--- config.mk ---
export PLATFORM = sky130hd
export DESIGN_NAME = niu_tx_arbiter
export DESIGN_NICKNAME = d
export VERILOG_FILES = /design/src/rtl/niu_tx_arbiter.sv
export SDC_FILE = /design/constraint.sdc
export NUM_CORES = 1
export LEC_CHECK = 0
export ABC_AREA = 1
export CAP_MARGIN = 15
export CORE_MARGIN = 5
export CORE_UTILIZATION = 30
export DETAILED_ROUTE_END_ITERATION = 12
export PLACE_DENSITY = 0.79
export SKIP_LAST_GASP = 1
export SLEW_MARGIN = 5
export SYNTH_ARGS = -nofsm -noshare
export SYNTH_HDL_FRONTEND = slang
export SYNTH_SLANG_ARGS = --single-unit
--- constraint.sdc ---
create_clock -name clk156 -period 1.6 [get_ports clk156]
set_clock_uncertainty 0.15 [all_clocks]
set_input_delay 0.32 -clock clk156 [delete_from_list [all_inputs] [get_ports clk156]]
set_output_delay 0.32 -clock clk156 [all_outputs]
set_load 0.005 [all_outputs]
--- src/rtl/niu_tx_arbiter.sv ---
// Frame-granular arbiter sharing the NIU 10G MAC TX AXI-Stream path between NUM_REQ requesters.
// Round-robin by default; define NIU_TX_ARB_STRICT_PRIO_EN for strict lowest-index-first priority.
`timescale 1ns/1ps

module niu_tx_arbiter #(
    parameter int NUM_REQ = 2,
    parameter int SEL_W   = 2
) (
    input  logic                    clk156,
    input  logic                    reset,
    input  logic [NUM_REQ*64-1:0]   s_axis_tdata,
    input  logic [NUM_REQ*8-1:0]    s_axis_tkeep,
    input  logic [NUM_REQ-1:0]      s_axis_tvalid,
    input  logic [NUM_REQ-1:0]      s_axis_tlast,
    output logic [NUM_REQ-1:0]      s_axis_tready,
    output logic [63:0]             m_axis_tdata,
    output logic [7:0]              m_axis_tkeep,
    output logic                    m_axis_tvalid,
    output logic                    m_axis_tlast,
    input  logic                    m_axis_tready,
    output logic [NUM_REQ-1:0]      grant,
    output logic                    busy,
    output logic [31:0]             tx_pkt_count
);

    typedef enum logic {IDLE, XFER} state_t;

    state_t               state_q, state_d;
    logic [SEL_W-1:0]     sel_q, sel_d;
    logic [SEL_W-1:0]     last_q, last_d;
    logic [NUM_REQ-1:0]   grant_q, grant_d;
    logic [31:0]          tx_pkt_count_q, tx_pkt_count_d;

    logic [SEL_W-1:0]     win_idx;
    logic                 win_found;
    logic                 sel_valid;
    logic                 sel_last;
    int                   rr_idx;

    // Winner of the next arbitration, evaluated only while IDLE.
    always_comb begin
        win_idx   = '0;
        win_found = 1'b0;
        rr_idx    = 0;
`ifdef NIU_TX_ARB_STRICT_PRIO_EN
        for (int i = NUM_REQ - 1; i >= 0; i--) begin
            if (s_axis_tvalid[i]) begin
                win_idx   = SEL_W'(i);
                win_found = 1'b1;
            end
        end
`else
        for (int k = 1; k <= NUM_REQ; k++) begin
            rr_idx = int'(last_q) + k;
            if (rr_idx >= NUM_REQ) begin
                rr_idx = rr_idx - NUM_REQ;
            end
            if (!win_found && s_axis_tvalid[rr_idx]) begin
                win_idx   = SEL_W'(rr_idx);
                win_found = 1'b1;
            end
        end
`endif
    end

    always_comb begin
        m_axis_tdata = '0;
        m_axis_tkeep = '0;
        sel_valid    = 1'b0;
        sel_last     = 1'b0;
        for (int i = 0; i < NUM_REQ; i++) begin
            if (sel_q == SEL_W'(i)) begin
                m_axis_tdata = s_axis_tdata[i*64 +: 64];
                m_axis_tkeep = s_axis_tkeep[i*8 +: 8];
                sel_valid    = s_axis_tvalid[i];
                sel_last     = s_axis_tlast[i];
            end
        end
    end

    always_comb begin
        state_d        = state_q;
        sel_d          = sel_q;
        last_d         = last_q;
        grant_d        = grant_q;
        tx_pkt_count_d = tx_pkt_count_q;
        m_axis_tvalid  = 1'b0;
        m_axis_tlast   = 1'b0;
        s_axis_tready  = '0;
        case (state_q)
            IDLE: begin
                if (win_found) begin
                    sel_d   = win_idx;
                    last_d  = win_idx;
                    grant_d = NUM_REQ'(1) << win_idx;
                    state_d = XFER;
                end
            end
            XFER: begin
                m_axis_tvalid = sel_valid;
                m_axis_tlast  = sel_last;
                s_axis_tready = grant_q & {NUM_REQ{m_axis_tready}};
                // The grant is released only on the accepted tlast beat.
                if (sel_valid && m_axis_tready && sel_last) begin
                    state_d        = IDLE;
                    grant_d        = '0;
                    tx_pkt_count_d = tx_pkt_count_q + 32'd1;
                end
            end
            default: state_d = IDLE;
        endcase
    end

    always_ff @(posedge clk156) begin
        if (reset) begin
            state_q        <= IDLE;
            sel_q          <= '0;
            last_q         <= SEL_W'(NUM_REQ - 1);
            grant_q        <= '0;
            tx_pkt_count_q <= '0;
        end else begin
            state_q        <= state_d;
            sel_q          <= sel_d;
            last_q         <= last_d;
            grant_q        <= grant_d;
            tx_pkt_count_q <= tx_pkt_count_d;
        end
    end

    assign grant        = grant_q;
    assign busy         = (state_q == XFER);
    assign tx_pkt_count = tx_pkt_count_q;

endmodule

wires.png
(3 px per um) Two of the layers only.
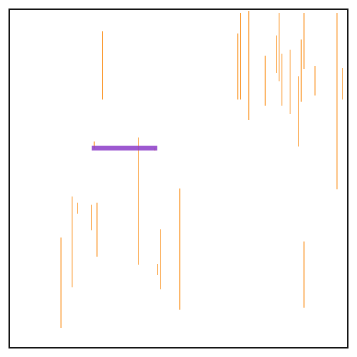
Key: metal 5 = purple [wire length 20.2 um]; metal 4 = orange [wire length 557 um]

congestion.png
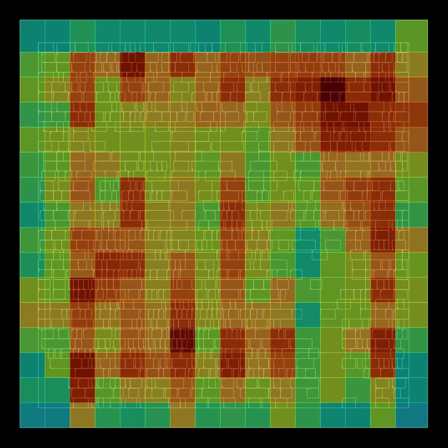
gr busiest metal: met2
met1 usage: 0.325
gr usage total: 0.279

layer_met1.png
(3 px per um) Supply wires on this layer in grey.
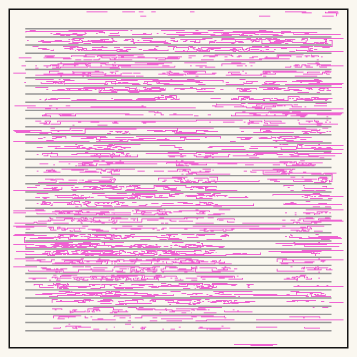
The wires run mostly horizontal. The layer holds 38% of the routed length. 985 nets have wire on it.

detail.png
Window x 41 to 71, y 64 to 94 um. Cells in grey, sequential cells in the stronger grey; small squares are vias.
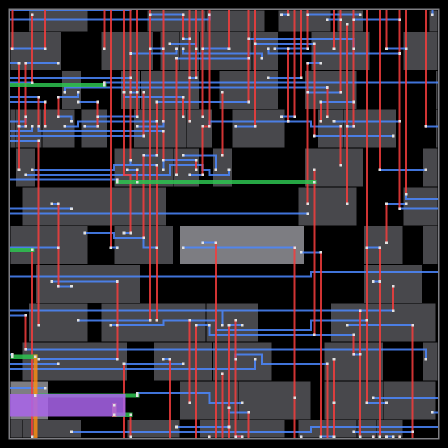
Key: metal 2 = red; metal 5 = purple; metal 4 = orange; metal 3 = green; metal 1 = blue
51 logic cells have their middle in the window. Netlist names of flops here include sel_q (1). Sequential cells in the window: 1. Most frequent: clkdlybuf4s50_1 (10), buf_6 (8).

-- cells in the final DEF, fill, tap and decap left out, types with 2 or more instances in the layout --
cell type and count:
xor2_1 7, buf_4 77, a21oi_1 15, dfxtp_4 11
buf_16 9, clkdlybuf4s15_1 3, buf_2 38, nor3_1 11
nor2_1 66, nand2_4 32, dfxtp_1 7, dlygate4sd2_1 37
nand2_1 169, diode_2 4, nand3_4 3, inv_1 46
buf_8 4, nand3_1 92, a21oi_4 2, nand2_2 33
nand3_2 9, nor2_4 3, clkinv_2 2, clkbuf_8 5
buf_6 35, nand4_1 12, nor2_2 6, clkdlybuf4s15_2 17
buf_12 16, dfxtp_2 20, o21ai_1 3, o21ai_0 2
o21ai_2 2, clkdlybuf4s50_1 149
-- path summary, 6_finish.rpt --
check                                            start                             to  slack (ns)  depth (start not counted)
worst min register to register  last_q[0]$_SDFFE_PP1P_         last_q[0]$_SDFFE_PP1P_        0.36                          2
worst min-delay path            last_q[0]$_SDFFE_PP1P_         last_q[0]$_SDFFE_PP1P_        0.36                          2
worst max-delay path             sel_q[0]$_SDFFE_PP0P_               m_axis_tdata[26]       -0.38                          8
worst max register to register   sel_q[0]$_SDFFE_PP0P_  tx_pkt_count[19]$_SDFFE_PP0P_       -0.38                         12
-- where the power goes --
part | switching (mW) | total [mW] | internal (mW)
Clock | 0.393 | 0.853 | 0.460
Combinational | 0.584 | 1.45 | 0.861
Sequential | 0.0112 | 0.952 | 0.941
Total | 0.989 | 3.25 | 2.26
-- sequential cells by signal, summed over array words and instances (netlist names) --
name and count:
busy 1, grant 2, last_q 1, sel_q 2, tx_pkt_count 32
-- per-layer routing --
metal | global-route usage | part of all wire
met2 | 0.499 | 0.51
met4 | 0.0793 | 0.029
met5 | 0 | 0.0010
met1 | 0.325 | 0.38
met3 | 0.0760 | 0.087
==> flow_summary_export.csv <==
group,metric,value,unit
outcome,status,"finished, violations left",
outcome,violations,"negative setup slack",
layout,nNonClkBuffers,386,
floorplanning,placementRows,37,
logic_synthesis,simple_gate_share,0.583,
logic_synthesis,ff_type,"dfxtp_1",
global_routing,grt_max_degree,25,
worst_setup_path,crit_fanout,5,
logic_synthesis,ys_warn_count,0,
floorplanning,initial_core_util,0.306,
layout,fin_area,7680,sq um
logic_synthesis,syn_avg_cell_area,5.30,sq um
sta,setup_viol,109,
power_and_ir_drop,p_leak,3.73,nW
logic_synthesis,syn_inst,593,
clock_network,cts_tree,"yes",
logic_synthesis,synth_seq_share,0.242,
sta,slew-limit-headroom,0.755,
drt,first_pass_iters,7,
layout,nFlopsAndLatches,38,
logic_synthesis,syn_nets,745,
drt,drc,0,
power_and_ir_drop,power.density,423,nW/um^2
layout,multi_input_comb_cells,473,
worst_setup_path,critPathKind,"reg2out",
logic_synthesis,edf_count,0,
hold_path,hp-class,"reg2reg",
clock_network,cts_hold_buffers,0,
sta,tns,-32.50,ns
logic_synthesis,ys_types,24,
logic_synthesis,largest_area_cell,"nand2_1",
power_and_ir_drop,power,3.25,mW
sta,final_critical_path_setup_slack,-0.384,ns
logic_synthesis,synthTopCellsByCount,"233 x nand2_1, 104 x nand3_1, 72 x nor2_1",
logic_synthesis,ys_area,3140,sq um
worst_setup_path,cp-start-kind,"flip-flop",
logic_synthesis,synthArstFlopShare,0,
worst_setup_path,end_kind,"primary output",
global_routing,grt_pass1_wl,28.0,mm
logic_synthesis,ys_ff,38,
drt,ant_nets,0,
job,tool_warnings,28,
Power and IR drop assume default switching activity.
